`config.mk`:
```
export PLATFORM = sky130hd
export DESIGN_NAME = spi_cmd_bridge
export DESIGN_NICKNAME = d
export VERILOG_FILES = /design/src/rtl/spi_cmd_pkg.sv /design/src/rtl/spi_cmd_bridge_fifo.sv /design/src/rtl/spi_cmd_bridge.sv
export SDC_FILE = /design/constraint.sdc
export NUM_CORES = 1
export LEC_CHECK = 0
export CORE_MARGIN = 1.5
export CORE_UTILIZATION = 55
export CTS_BUF_LIST = sky130_fd_sc_hd__clkbuf_4 sky130_fd_sc_hd__clkbuf_8
export DETAILED_ROUTE_END_ITERATION = 8
export GPL_TIMING_DRIVEN = 0
export HOLD_SLACK_MARGIN = 0.12
export PLACE_DENSITY = 0.75
export SKIP_LAST_GASP = 1
export SYNTH_ARGS = -nofsm -noshare
export SYNTH_HDL_FRONTEND = slang
export SYNTH_HIERARCHICAL = 1
export SYNTH_SLANG_ARGS = --single-unit
```
`constraint.sdc`:
```
create_clock -name clk -period 6.2 [get_ports clk]
set_input_delay 0.93 -clock clk [delete_from_list [all_inputs] [get_ports clk]]
set_output_delay 0.93 -clock clk [all_outputs]
set_load 0.05 [all_outputs]
```
`src/rtl/spi_cmd_pkg.sv`:
```
// Shared widths, opcodes and RX state encoding for the SPI command bridge.
package spi_cmd_pkg;

  localparam int OPCODE_W  = 8;
  localparam int PAYLOAD_W = 24;
  localparam int RX_WORD_W = 32;

  localparam logic [OPCODE_W-1:0] OP_NOP         = 8'h00;
  localparam logic [OPCODE_W-1:0] OP_INIT        = 8'h01;
  localparam logic [OPCODE_W-1:0] OP_WR_INVERTED = 8'h02;
  localparam logic [OPCODE_W-1:0] OP_RD_INVERTED = 8'h03;
  localparam logic [OPCODE_W-1:0] OP_WR_LEDS     = 8'h04;
  localparam logic [OPCODE_W-1:0] OP_RD_LEDS     = 8'h05;
  localparam logic [OPCODE_W-1:0] OP_WR_VEC      = 8'h06;
  localparam logic [OPCODE_W-1:0] OP_RD_VEC      = 8'h07;

  typedef enum logic [0:0] {
    RX_IDLE     = 1'b0,
    RX_WAIT_LOW = 1'b1
  } rx_state_e;

  function automatic logic is_queued_opcode(input logic [OPCODE_W-1:0] op);
    return (op != OP_NOP) && (op != OP_INIT);
  endfunction

endpackage

```
`src/rtl/spi_cmd_bridge_fifo.sv`:
```
// First-word fall-through synchronous FIFO with flush; head is read straight from storage.
module sync_fifo #(
  parameter int WIDTH = 32,
  parameter int DEPTH = 4
) (
  input  logic                     clk,
  input  logic                     reset,
  input  logic                     flush_i,
  input  logic                     push_i,
  input  logic [WIDTH-1:0]         push_data_i,
  input  logic                     pop_i,
  output logic [WIDTH-1:0]         head_o,
  output logic [$clog2(DEPTH):0]   count_o
);

  localparam int AW = $clog2(DEPTH);
  localparam int CW = AW + 1;
  localparam logic [CW-1:0] FULL_CNT = CW'(DEPTH);

  logic [WIDTH-1:0] mem_q [DEPTH];
  logic [AW-1:0]    wr_ptr_q;
  logic [AW-1:0]    rd_ptr_q;
  logic [CW-1:0]    count_q;
  logic             push_ok;
  logic             pop_ok;

  assign push_ok = push_i && (count_q != FULL_CNT);
  assign pop_ok  = pop_i && (count_q != '0);
  assign head_o  = mem_q[rd_ptr_q];
  assign count_o = count_q;

  // Storage is cleared on reset so the head reads zero while empty.
  always_ff @(posedge clk) begin
    if (reset) begin
      wr_ptr_q <= '0;
      rd_ptr_q <= '0;
      count_q  <= '0;
      for (int i = 0; i < DEPTH; i++) begin
        mem_q[i] <= '0;
      end
    end else if (flush_i) begin
      wr_ptr_q <= '0;
      rd_ptr_q <= '0;
      count_q  <= '0;
    end else begin
      if (push_ok) begin
        mem_q[wr_ptr_q] <= push_data_i;
        wr_ptr_q        <= wr_ptr_q + AW'(1);
      end
      if (pop_ok) begin
        rd_ptr_q <= rd_ptr_q + AW'(1);
      end
      count_q <= count_q + CW'(push_ok) - CW'(pop_ok);
    end
  end

endmodule

```
`src/rtl/spi_cmd_bridge.sv`:
```
// Bridges SPI slave words to a command stream (NOP filtered, INIT flushes) and meters
// handler responses back into the slave's transmit port.
module spi_cmd_bridge
  import spi_cmd_pkg::*;
#(
  parameter int CMD_DEPTH = 4,
  parameter int RSP_DEPTH = 8
) (
  input  logic                 clk,
  input  logic                 reset,
  input  logic                 spi_rd_data_available,
  input  logic [RX_WORD_W-1:0] spi_rd_data,
  output logic                 spi_rd_ack,
  input  logic                 spi_wr_buffer_free,
  output logic                 spi_wr_en,
  output logic [PAYLOAD_W-1:0] spi_wr_data,
  output logic                 cmd_valid,
  input  logic                 cmd_ready,
  output logic [OPCODE_W-1:0]  cmd_opcode,
  output logic [PAYLOAD_W-1:0] cmd_payload,
  input  logic                 rsp_valid,
  output logic                 rsp_ready,
  input  logic [PAYLOAD_W-1:0] rsp_data,
  output logic                 init_pulse
);

  localparam int CCW = $clog2(CMD_DEPTH) + 1;
  localparam int RCW = $clog2(RSP_DEPTH) + 1;
  localparam logic [CCW-1:0] CMD_FULL = CCW'(CMD_DEPTH);
  localparam logic [RCW-1:0] RSP_FULL = RCW'(RSP_DEPTH);

  rx_state_e            state_q;
  logic                 rd_ack_q;
  logic                 init_q;
  logic                 push_q;
  logic [RX_WORD_W-1:0] push_word_q;
  logic                 wr_en_q;
  logic                 wr_en_d;
  logic [PAYLOAD_W-1:0] wr_data_q;

  logic [CCW-1:0]       cmd_count;
  logic [RX_WORD_W-1:0] cmd_head;
  logic [RCW-1:0]       rsp_count;
  logic [PAYLOAD_W-1:0] rsp_head;
  logic [OPCODE_W-1:0]  rx_opcode;

  assign rx_opcode = spi_rd_data[OPCODE_W-1:0];

  // RX capture: the push and the flush both land one edge after the ack is registered.
  always_ff @(posedge clk) begin
    if (reset) begin
      state_q     <= RX_IDLE;
      rd_ack_q    <= 1'b0;
      init_q      <= 1'b0;
      push_q      <= 1'b0;
      push_word_q <= '0;
    end else begin
      rd_ack_q <= 1'b0;
      init_q   <= 1'b0;
      push_q   <= 1'b0;
      case (state_q)
        RX_IDLE: begin
          if (spi_rd_data_available) begin
            if (rx_opcode == OP_NOP) begin
              rd_ack_q <= 1'b1;
              state_q  <= RX_WAIT_LOW;
            end else if (rx_opcode == OP_INIT) begin
              rd_ack_q <= 1'b1;
              init_q   <= 1'b1;
              state_q  <= RX_WAIT_LOW;
            end else if (is_queued_opcode(rx_opcode) && (cmd_count != CMD_FULL)) begin
              rd_ack_q    <= 1'b1;
              push_q      <= 1'b1;
              push_word_q <= spi_rd_data;
              state_q     <= RX_WAIT_LOW;
            end
          end
        end
        RX_WAIT_LOW: begin
          if (!spi_rd_data_available) begin
            state_q <= RX_IDLE;
          end
        end
        default: state_q <= RX_IDLE;
      endcase
    end
  end

  sync_fifo #(.WIDTH(RX_WORD_W), .DEPTH(CMD_DEPTH)) u_cmd_fifo (
    .clk         (clk),
    .reset       (reset),
    .flush_i     (init_q),
    .push_i      (push_q),
    .push_data_i (push_word_q),
    .pop_i       (cmd_valid && cmd_ready),
    .head_o      (cmd_head),
    .count_o     (cmd_count)
  );

  assign cmd_valid   = (cmd_count != '0);
  assign cmd_opcode  = cmd_head[OPCODE_W-1:0];
  assign cmd_payload = cmd_head[RX_WORD_W-1:OPCODE_W];

  sync_fifo #(.WIDTH(PAYLOAD_W), .DEPTH(RSP_DEPTH)) u_rsp_fifo (
    .clk         (clk),
    .reset       (reset),
    .flush_i     (init_q),
    .push_i      (rsp_valid && rsp_ready),
    .push_data_i (rsp_data),
    .pop_i       (wr_en_d),
    .head_o      (rsp_head),
    .count_o     (rsp_count)
  );

  assign rsp_ready = (rsp_count != RSP_FULL);

  // Skipping a cycle after each strobe covers the slave's lag on buffer_free; no launch during a flush.
  assign wr_en_d = (rsp_count != '0) && spi_wr_buffer_free && !wr_en_q && !init_q;

  // TX strobe and data register; data holds between strobes.
  always_ff @(posedge clk) begin
    if (reset) begin
      wr_en_q   <= 1'b0;
      wr_data_q <= '0;
    end else begin
      wr_en_q <= wr_en_d;
      if (wr_en_d) begin
        wr_data_q <= rsp_head;
      end
    end
  end

  assign spi_rd_ack  = rd_ack_q;
  assign init_pulse  = init_q;
  assign spi_wr_en   = wr_en_q;
  assign spi_wr_data = wr_data_q;

endmodule

```
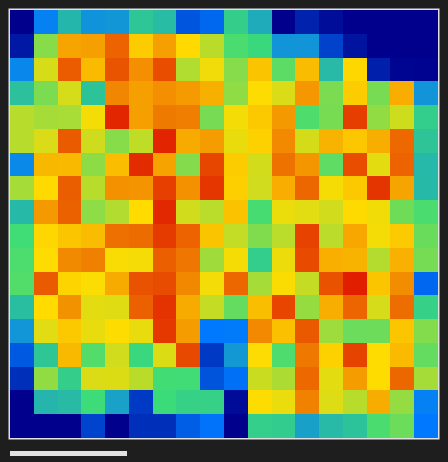
*Cell area per tile*
The bar under the picture is 50 µm long. The die is cut into 18 by 18 equal tiles; dark blue is low, red is high, 0 to 100% covered.
emptiest ninth of the die: north-east
nearly empty tiles: 5.2%
mean over tiles: 62%
fullest tile: 97%
utilization after layout: 0.670
Initial Utilization: 0.561

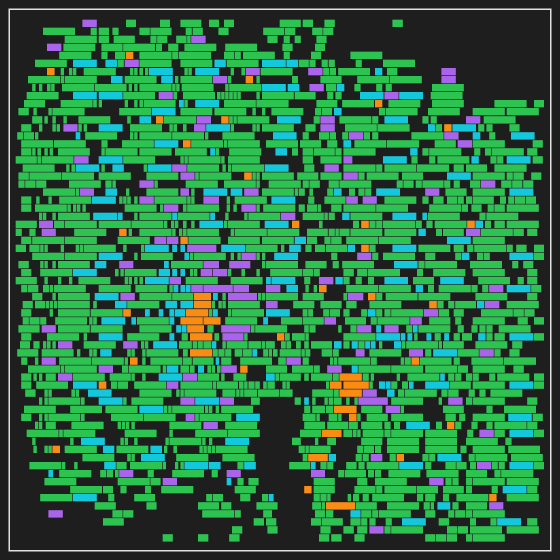
*Sizing map*
| color | size | cells |
|---|---|---|
| green | x1 and smaller | 1,176 |
| orange | x3 and x4 | 46 |
| cyan | x2 | 184 |
| purple | x6 and larger | 105 |
Non-clk bufs: 214
Area growth, synth to finish: 19.5%
worst setup margin: 2.37 ns

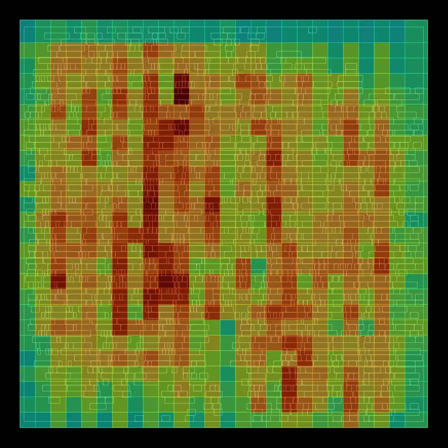
*Congestion heat map*
GRT Overall Usage: 0.249
Top Usage Layer GRT: met2
DR WL/cell: 21.2 µm

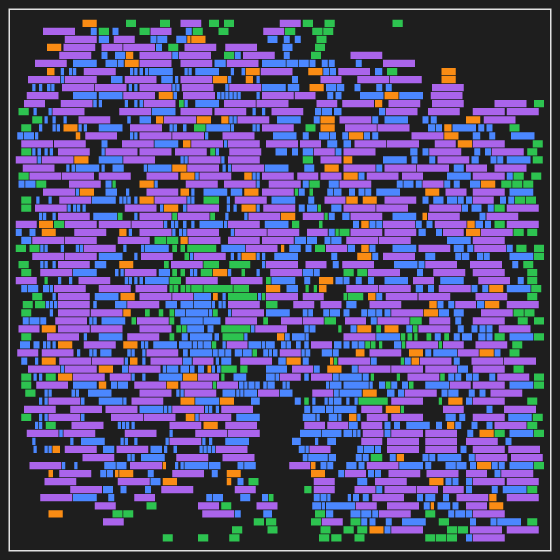
*Cell classes on the final placement*
| color | class | cells | share of their area |
|---|---|---|---|
| green | remaining buffers and delay cells | 214 | 9.2% |
| blue | remaining logic cells | 771 | 30% |
| orange | clock drivers and dummy loads | 123 | 6.6% |
| purple | sequential cells | 403 | 54% |
Finished Cell Area: 21,200 µm²
Rows: 65

==> impl_metrics.tcl <==
# yosys + openroad results
set metrics [dict create \
    outcome "complete, no violations" \
    yosysCellCount 1254 \
    postCtsSetupRepairBufs 0 \
    numSynthFlops 403 \
    drt-initial-drc-count 867 \
    fillers 2192 \
    drc 0 \
    clock_buffers 103 \
    htreeDepth 3 \
    grt_antenna_before_repair 0 \
    ctsResizeCount 0 \
    endpoint_kind "output port" \
    ys_seq_share 0.635 \
    finalHoldViolCount 0 \
    top_logic_kind "simple AND/OR/NAND/NOR gates" \
    die_h_um 183 \
    grt_start_max_net_pins 33 \
    seq_cell_count 403 \
    cts_buffers 67 \
    tool_warnings 27 \
    inv_count 13 \
    place_congestion 0.808 \
    period_used_share 0.617 \
    drv_slew 0 \
    syn_nets 1327 \
    finalSetupTns_ns 0 \
    cts_sinks 403 \
    synthArstFlopShare 0 \
    ys_area_um2 17700 \
    critPathSlowestCell "clkdlybuf4s50_1" \
    yosys-mux-area-fraction 0.150 \
    finalPower_mw 7.38 \
    ys_sh_simple 0.164 \
    largestClassByArea "sequential cells" \
    hpwl_um 26500 \
    setup_violations 0 \
    vias 10773 \
    leakagePower_nw 7.54 \
    aoi_share 0.0130 \
    worst_r2r_path_depth 10 \
    whs_ns 0.469 \
    logic_area_um2 6090 \
    drt_wl_total_um 40600 \
    path_buffers 3 \
    cts_tree "done" \
    place_area_um2 19800 \
    coreArea_um2 31600 \
    dieArea_um2 33400 \
    cts-hold-fix-buffers 0 \
    max_freq_mhz 261 \
    antenna_left 0 \
    adder_share 0.00860 \
    first_global_vias 11337 \
    xor_share 0.00247 \
    die_w_um 183 \
    min_to "spi_wr_data[20]" \
    timing.rr.start "u_rsp_fifo/count_o[1]" \
    hold_start "spi_wr_data[20]" \
    clkCellAreaFrac 0.0649 \
    final_cell_mix "320 x edfxtp_1, 202 x nor2_1, 122 x clkdlybuf4s50_1" \
    seq_share 0.532 \
    io_buffers 122 \
    comb_area_frac 0.287 \
    hold_path_depth 2 \
    syn_inst 1254 \
    clockBufferDepth 3 \
    root_buffer "clkbuf_8" \
    r2r_setup_slack_ns 2.88 \
    synth.cell_area_um2 17700 \
    cp_data_arrival_time_ns 2.90 \
    final_nets 1530 \
    placed_cells 1790 \
    globalRouteOverflowTotal 0 \
    finalCriticalPeriod_ns 3.83 \
    synth_area_per_cell_um2 14.2 \
    timing.rr.end "u_rsp_fifo/mem_q[0][7]" \
    first_pass_iters 5 \
    crit_type "reg2out" \
    slew_headroom 0.298 \
    layout.cells.non_filler 1913 \
    logic_gate_count 758 \
    ys_types 57 \
    power.density_nw_per_um2 348 \
    worstPathMaxFanout 10 \
    grt_setup_unrepaired "no" \
    startpoint_type "flop" \
    ff_type "edfxtp_1" \
    worstPathRequired_ns 5.27 \
    final_common_cell "edfxtp_1" \
    worst_pin_slew_ns 1.05 \
    cp_top_family "buffers and inverters" \
    io_pins 123 \
    grt_pass1_wl_um 62100 \
    buf_share 0.0901 \
    vdd_drop_max_uv 260 \
    clk_latency_ns 0.60 \
    maxCapViolCount 0 \
    pre_cts_ws_ns 2.07 \
    seqCellArea_um2 11300 \
    num_antenna_cells 0 \
    max_stage_delay_ns 0.72 \
    clkTransAtPathRegs_ns 0.06 \
    drive_gt1_frac 0.222 \
    min_path_type "reg2reg" \
    clock-skew-final_ns 0.0332 \
    edf_count 320 \
    viasPerCell 5.63 \
    well_tap_count 402 \
    crit_chain "clkbuf_1 > buf_2 > mux4_2 > clkdlybuf4s50_1" \
    yosysWarnings 6 \
]
-- power by group --
part / switching [mW] / internal (mW) / leakage (nW)
clock: 1.07 / 1.31 / 0.738
sequential: 0.130 / 3.19 / 4.00
combinational: 0.995 / 0.697 / 2.80
total: 2.19 / 5.19 / 7.54
-- worst register-to-register path, stage by stage (launching register included) --
cell and delay, ns:
dfxtp_1 0.51, nor3_1 0.10, nand2_1 0.12, and2_1 0.17, buf_4 0.17, inv_2 0.06
or4_1 0.45, buf_2 0.19, buf_6 0.17, o31ai_4 0.84, buf_16 0.24
-- synthesized netlist by cell type (3+ instances only) --
| master | instances | area (µm²) |
|---|---|---|
| mux2i_1 | 57 | 571 |
| o31ai_1 | 4 | 30.0 |
| nand2b_1 | 114 | 713 |
| clkbuf_2 | 8 | 40.0 |
| ha_1 | 9 | 113 |
| a21oi_1 | 11 | 55.1 |
| mux4_2 | 80 | 1800 |
| buf_4 | 3 | 22.5 |
| nand2_1 | 57 | 214 |
| edfxtp_1 | 320 | 9610 |
| nand3_1 | 4 | 20.0 |
| xor2_1 | 4 | 35.0 |
| nor2_1 | 202 | 758 |
| dfxtp_1 | 83 | 1660 |
| or2_2 | 4 | 25.0 |
| buf_2 | 32 | 160 |
| inv_1 | 12 | 45.0 |
| and2_2 | 22 | 165 |
| or3_1 | 5 | 31.3 |
| and2_1 | 111 | 694 |
| buf_6 | 10 | 113 |
| o21ai_0 | 9 | 45.0 |
| mux2_2 | 25 | 282 |
| clkbuf_1 | 26 | 97.6 |
-- metal layers --
layer  track usage  up-vias  share of wire
li1              -     4909              -
met1         0.308     5337           0.39
met2         0.440      450           0.51
met3        0.0481       77          0.078
met4        0.0853        0          0.021
met5             0        -              0
-- cell families after synthesis --
family                     count (synthesis)
and+or+nand+nor                          547
DFF                                      403
muxes                                    162
buffers and inverters                     93
AOI/OAI and AO/OA                         33
adders and majority gates                 11
xor gates and xnor gates                   5
-- flip-flops by register name, indices dropped and copies added (netlist names), named ones only --
register and count:
u_cmd_fifo/count_o 3, u_rsp_fifo/count_o 4, u_cmd_fifo/rd_ptr_q 2, spi_wr_en 1, u_rsp_fifo/wr_ptr_q 3, push_q 1
u_rsp_fifo/mem_q 192, push_word_q 32, init_pulse 1, u_cmd_fifo/mem_q 128, spi_rd_ack 1, u_rsp_fifo/rd_ptr_q 3
spi_wr_data 24, u_cmd_fifo/wr_ptr_q 2, state_q 1
-- worst max-delay path by stage --
| stage | startpoint | to | slack (ns) | cells after the start |
|---|---|---|---|---|
| 2_1_floorplan | u_rsp_fifo/count_o[1] | u_rsp_fifo/mem_q[2][0] | 2.33 | 7 |
| 4_1_cts | flop | cmd_payload[12] | 2.31 | 4 |
| 3_5_place_dp | reset | u_cmd_fifo/mem_q[2][18] | 2.07 | 4 |
| 6_report | flop | cmd_opcode[2] | 2.37 | 4 |
| 5_1_grt | flop | cmd_opcode[2] | 2.20 | 4 |
| 3_3_place_gp | reset | u_rsp_fifo/mem_q[5][11] | -0.19 | 4 |
No activity file was given, so power comes from the tool's default toggle rates.
